===== src/rtl/fetch_unit_pkg.sv =====
// Shared definitions for the instruction-fetch front end.
//   - RV32I opcode used to build the canonical NOP (addi x0, x0, 0)
//   - default reset PC and IF/ID queue depth
//   - fetch FSM state encoding and the IF/ID queue entry layout
package fetch_unit_pkg;

    localparam logic [6:0]  OPC_OP_IMM = 7'b001_0011;
    localparam logic [31:0] NOP_INSTR  = {12'h000, 5'd0, 3'b000, 5'd0, OPC_OP_IMM};

    localparam logic [31:0] DEFAULT_RESET_PC = 32'h0000_0000;
    localparam int unsigned DEFAULT_QDEPTH   = 2;

    typedef enum logic {
        StBoot,
        StRun
    } fetch_state_e;

    typedef struct packed {
        logic [31:0] instr;
        logic [31:0] pc;
    } ifid_entry_t;

    function automatic logic [31:0] word_align(input logic [31:0] addr);
        return {addr[31:2], 2'b00};
    endfunction

endpackage


===== src/rtl/fetch_queue.sv =====
// Small synchronous FIFO holding fetched words for the IF/ID boundary.
// Ports:
//   clk, rst_n   clock, asynchronous active-low reset
//   flush        empty the queue (wins over push and pop)
//   push         write push_data at the tail
//   push_data    entry to write
//   pop          drop the head (ignored when empty)
//   count        number of valid entries
//   empty        no valid entries
//   head         oldest entry, read combinationally from storage
module fetch_queue #(
    parameter int unsigned DEPTH = 2,
    parameter int unsigned WIDTH = 64
) (
    input  logic                       clk,
    input  logic                       rst_n,
    input  logic                       flush,
    input  logic                       push,
    input  logic [WIDTH-1:0]           push_data,
    input  logic                       pop,
    output logic [$clog2(DEPTH+1)-1:0] count,
    output logic                       empty,
    output logic [WIDTH-1:0]           head
);

    localparam int unsigned PW = (DEPTH > 1) ? $clog2(DEPTH) : 1;
    localparam int unsigned CW = $clog2(DEPTH + 1);

    logic [WIDTH-1:0] mem_q [DEPTH];
    logic [PW-1:0]    rd_q, wr_q;
    logic [CW-1:0]    cnt_q;
    logic             full;
    logic             do_push, do_pop;

    function automatic logic [PW-1:0] ptr_incr(input logic [PW-1:0] p);
        return (p == PW'(DEPTH - 1)) ? '0 : p + PW'(1);
    endfunction

    assign empty   = (cnt_q == '0);
    assign full    = (cnt_q == CW'(DEPTH));
    assign count   = cnt_q;
    assign head    = mem_q[rd_q];
    assign do_push = push && !flush;
    assign do_pop  = pop && !empty && !flush;

    always_ff @(posedge clk or negedge rst_n) begin
        if (!rst_n) begin
            rd_q  <= '0;
            wr_q  <= '0;
            cnt_q <= '0;
        end else if (flush) begin
            rd_q  <= '0;
            wr_q  <= '0;
            cnt_q <= '0;
        end else begin
            if (do_push) wr_q <= ptr_incr(wr_q);
            if (do_pop)  rd_q <= ptr_incr(rd_q);
            cnt_q <= cnt_q + CW'(do_push) - CW'(do_pop);
        end
    end

    // Storage needs no reset: empty/count gate every read.
    always_ff @(posedge clk) begin
        if (do_push) mem_q[wr_q] <= push_data;
    end

    // The producer's credit scheme guarantees a free slot for every push.
    push_not_full_a: assert property (@(posedge clk) disable iff (!rst_n)
        (push && !flush) |-> !full);

endmodule


===== src/rtl/fetch_unit.sv =====
// Instruction-fetch front end: generates the PC, issues word requests to
// instruction memory, queues in-order responses and presents {instr, pc}
// to decode. Redirects flush the queue and discard stale responses.
// Ports:
//   clk, rst_n                      clock, asynchronous active-low reset
//   imem_req_valid/ready/addr       fetch request channel (word aligned)
//   imem_rsp_valid/data             in-order response channel, no backpressure
//   redirect_valid/redirect_pc      taken branch/jump from execute
//   dec_kill                        decode discards the current head
//   ifid_valid/ready/instr/pc       IF/ID handshake towards decode
//   misalign_err                    pulse after a redirect with pc[1:0] != 0
module fetch_unit
    import fetch_unit_pkg::*;
#(
    parameter logic [31:0] RESET_PC = DEFAULT_RESET_PC,
    parameter int unsigned QDEPTH   = DEFAULT_QDEPTH,
    parameter int unsigned CNTW     = 2  // 2**CNTW must exceed QDEPTH
) (
    input  logic        clk,
    input  logic        rst_n,
    output logic        imem_req_valid,
    input  logic        imem_req_ready,
    output logic [31:0] imem_req_addr,
    input  logic        imem_rsp_valid,
    input  logic [31:0] imem_rsp_data,
    input  logic        redirect_valid,
    input  logic [31:0] redirect_pc,
    input  logic        dec_kill,
    output logic        ifid_valid,
    input  logic        ifid_ready,
    output logic [31:0] ifid_instr,
    output logic [31:0] ifid_pc,
    output logic        misalign_err
);

    localparam int unsigned QCW = $clog2(QDEPTH + 1);
    localparam int unsigned OW  = CNTW + 1;

    fetch_state_e state_q, state_d;
    logic [31:0]  pc_q, pc_d;
    logic [31:0]  rsp_pc_q, rsp_pc_d;    // address of next non-stale response
    logic [CNTW-1:0] out_q, out_d;       // requests accepted, not yet answered
    logic [CNTW-1:0] drop_q, drop_d;     // stale responses still to discard
    logic         mis_q, mis_d;

    logic [QCW-1:0] q_count;
    logic           q_empty;
    ifid_entry_t    q_head;
    logic           q_push, q_pop;
    logic           req_fire;
    logic [OW-1:0]  occupancy;

    fetch_queue #(
        .DEPTH (QDEPTH),
        .WIDTH ($bits(ifid_entry_t))
    ) u_queue (
        .clk       (clk),
        .rst_n     (rst_n),
        .flush     (redirect_valid),
        .push      (q_push),
        .push_data ({imem_rsp_data, rsp_pc_q}),
        .pop       (q_pop),
        .count     (q_count),
        .empty     (q_empty),
        .head      (q_head)
    );

    assign ifid_valid = !q_empty;
    assign ifid_instr = q_empty ? NOP_INSTR : q_head.instr;
    assign ifid_pc    = q_empty ? 32'h0     : q_head.pc;
    assign q_pop      = ifid_valid && (ifid_ready || dec_kill);
    assign q_push     = imem_rsp_valid && !redirect_valid && (drop_q == '0);

    // Words already claimed (in flight or queued). A head leaving this cycle
    // frees its slot now, which is what sustains one word per cycle.
    assign occupancy = {1'b0, out_q} + OW'(q_count) - OW'(q_pop);

    assign imem_req_valid = (state_q == StRun) && !redirect_valid &&
                            (occupancy < OW'(QDEPTH));
    assign imem_req_addr  = pc_q;
    assign req_fire       = imem_req_valid && imem_req_ready;
    assign misalign_err   = mis_q;

    always_comb begin
        state_d  = state_q;
        pc_d     = pc_q;
        rsp_pc_d = rsp_pc_q;
        out_d    = out_q + CNTW'(req_fire) - CNTW'(imem_rsp_valid);
        drop_d   = drop_q;
        mis_d    = 1'b0;

        case (state_q)
            StBoot:  state_d = StRun;
            StRun:   state_d = StRun;
            default: state_d = StBoot;
        endcase

        if (req_fire) pc_d = pc_q + 32'd4;
        if (q_push) rsp_pc_d = rsp_pc_q + 32'd4;
        if (imem_rsp_valid && (drop_q != '0)) drop_d = drop_q - CNTW'(1);

        if (redirect_valid) begin
            pc_d     = word_align(redirect_pc);
            rsp_pc_d = word_align(redirect_pc);
            // Everything still in flight after this cycle is stale.
            drop_d   = out_d;
            mis_d    = (redirect_pc[1:0] != 2'b00);
        end
    end

    always_ff @(posedge clk or negedge rst_n) begin
        if (!rst_n) begin
            state_q  <= StBoot;
            pc_q     <= RESET_PC;
            rsp_pc_q <= RESET_PC;
            out_q    <= '0;
            drop_q   <= '0;
            mis_q    <= 1'b0;
        end else begin
            state_q  <= state_d;
            pc_q     <= pc_d;
            rsp_pc_q <= rsp_pc_d;
            out_q    <= out_d;
            drop_q   <= drop_d;
            mis_q    <= mis_d;
        end
    end

endmodule


===== config.mk =====
export PLATFORM = sky130hd
export DESIGN_NAME = fetch_unit
export DESIGN_NICKNAME = d
export VERILOG_FILES = /design/src/rtl/fetch_unit_pkg.sv /design/src/rtl/fetch_queue.sv /design/src/rtl/fetch_unit.sv
export SDC_FILE = /design/constraint.sdc
export NUM_CORES = 1
export LEC_CHECK = 0
export CAP_MARGIN = 0
export CORE_UTILIZATION = 56
export CTS_CLUSTER_DIAMETER = 150
export DETAILED_ROUTE_END_ITERATION = 7
export GPL_TIMING_DRIVEN = 0
export PLACE_DENSITY = 0.91
export SLEW_MARGIN = 40
export SYNTH_ARGS = -nofsm -noshare
export SYNTH_HDL_FRONTEND = slang
export SYNTH_SLANG_ARGS = --single-unit
export TNS_END_PERCENT = 5

===== constraint.sdc =====
create_clock -name clk -period 10.05 [get_ports clk]
set_input_delay 2.5125 -clock clk [delete_from_list [all_inputs] [get_ports clk]]
set_output_delay 2.5125 -clock clk [all_outputs]
set_load 0.02 [all_outputs]

### Routed clock nets over the placement

Scale bar: 50 um.
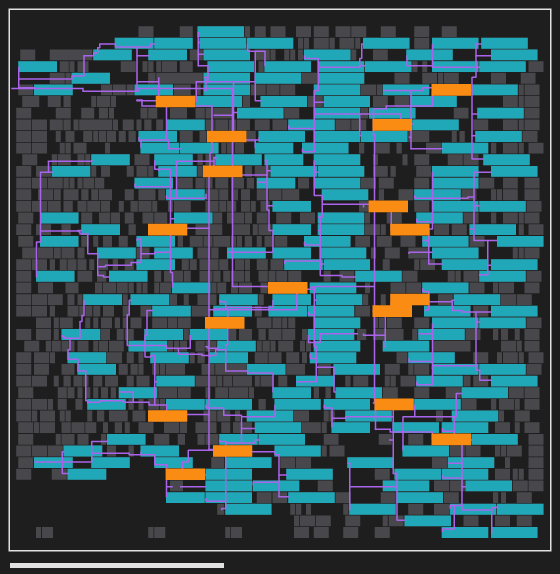
purple -> clock wires  # length 1,890 um
orange -> clock-net drivers  # count 17
cyan -> flip-flops  # count 194
flops lie = spread over the die
clock-net power: 0.660 mW
Late-Pin Clk Latency: 0.43 ns
clock share of power: 24.9%
Setup Skew: 0.01257 ns

### Clock wiring as the flow saved it

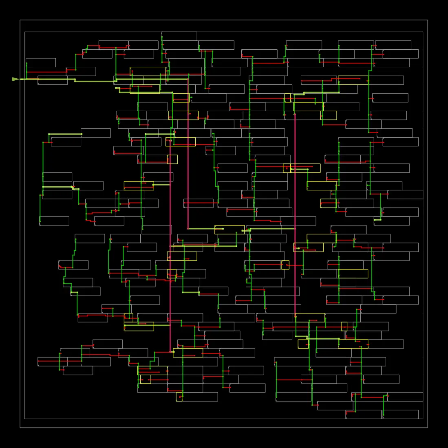
cts bufs inserted: 17
CTS Sinks: 194
CLK BUF: 21
registers: 194

==> qor.txt <==
Seq power: 1.02 mW
Top Layout Cells: clkdlybuf4s50_1 (163), edfxtp_1 (124), nor2_1 (80), dfrtp_1 (70), mux2i_1 (66)
Fin. Hold Viols: 0
Avg WL per Cell: 19.23 um
Hold Path Class: reg2reg
CTS Buffer Depth: 2
post-layout net count: 968
Via density: 5.883
slowest stage cell, crit path: clkdlybuf4s50_1
Post-synth ARST share: 36.08%
worst reg2reg endpoint: drop_q[1]
Endpoint, Worst Hold: u_queue.mem_q[0][14]
Top delay family on crit path: buffers and inverters
Max-area cell share: 43.18%
Synth Register Bits: 194
GR Util met3: 5.310%
Setup crit end: imem_req_valid
top cell category: sequential cells
DRC viols: 0
core area: 14,750 um2
M1 GR Usage: 37.02%
pre-CTS setup slack: 2.036 ns
max FFs per register: 124
Die Y: 126.1 um
ao+oa area frac: 5.862%
post-CTS setup buffers: 0
most numerous logic cell after layout: clkdlybuf4s50_1
comb area leader: simple AND/OR/NAND/NOR gates
tool warnings: 26
status: complete, no violations
simple share: 13.70%
max_slew headroom: 47.36%
synth unique cells: 51
Non-Filler Instances: 1,084
No activity file was given, so power comes from the tool's default toggle rates.
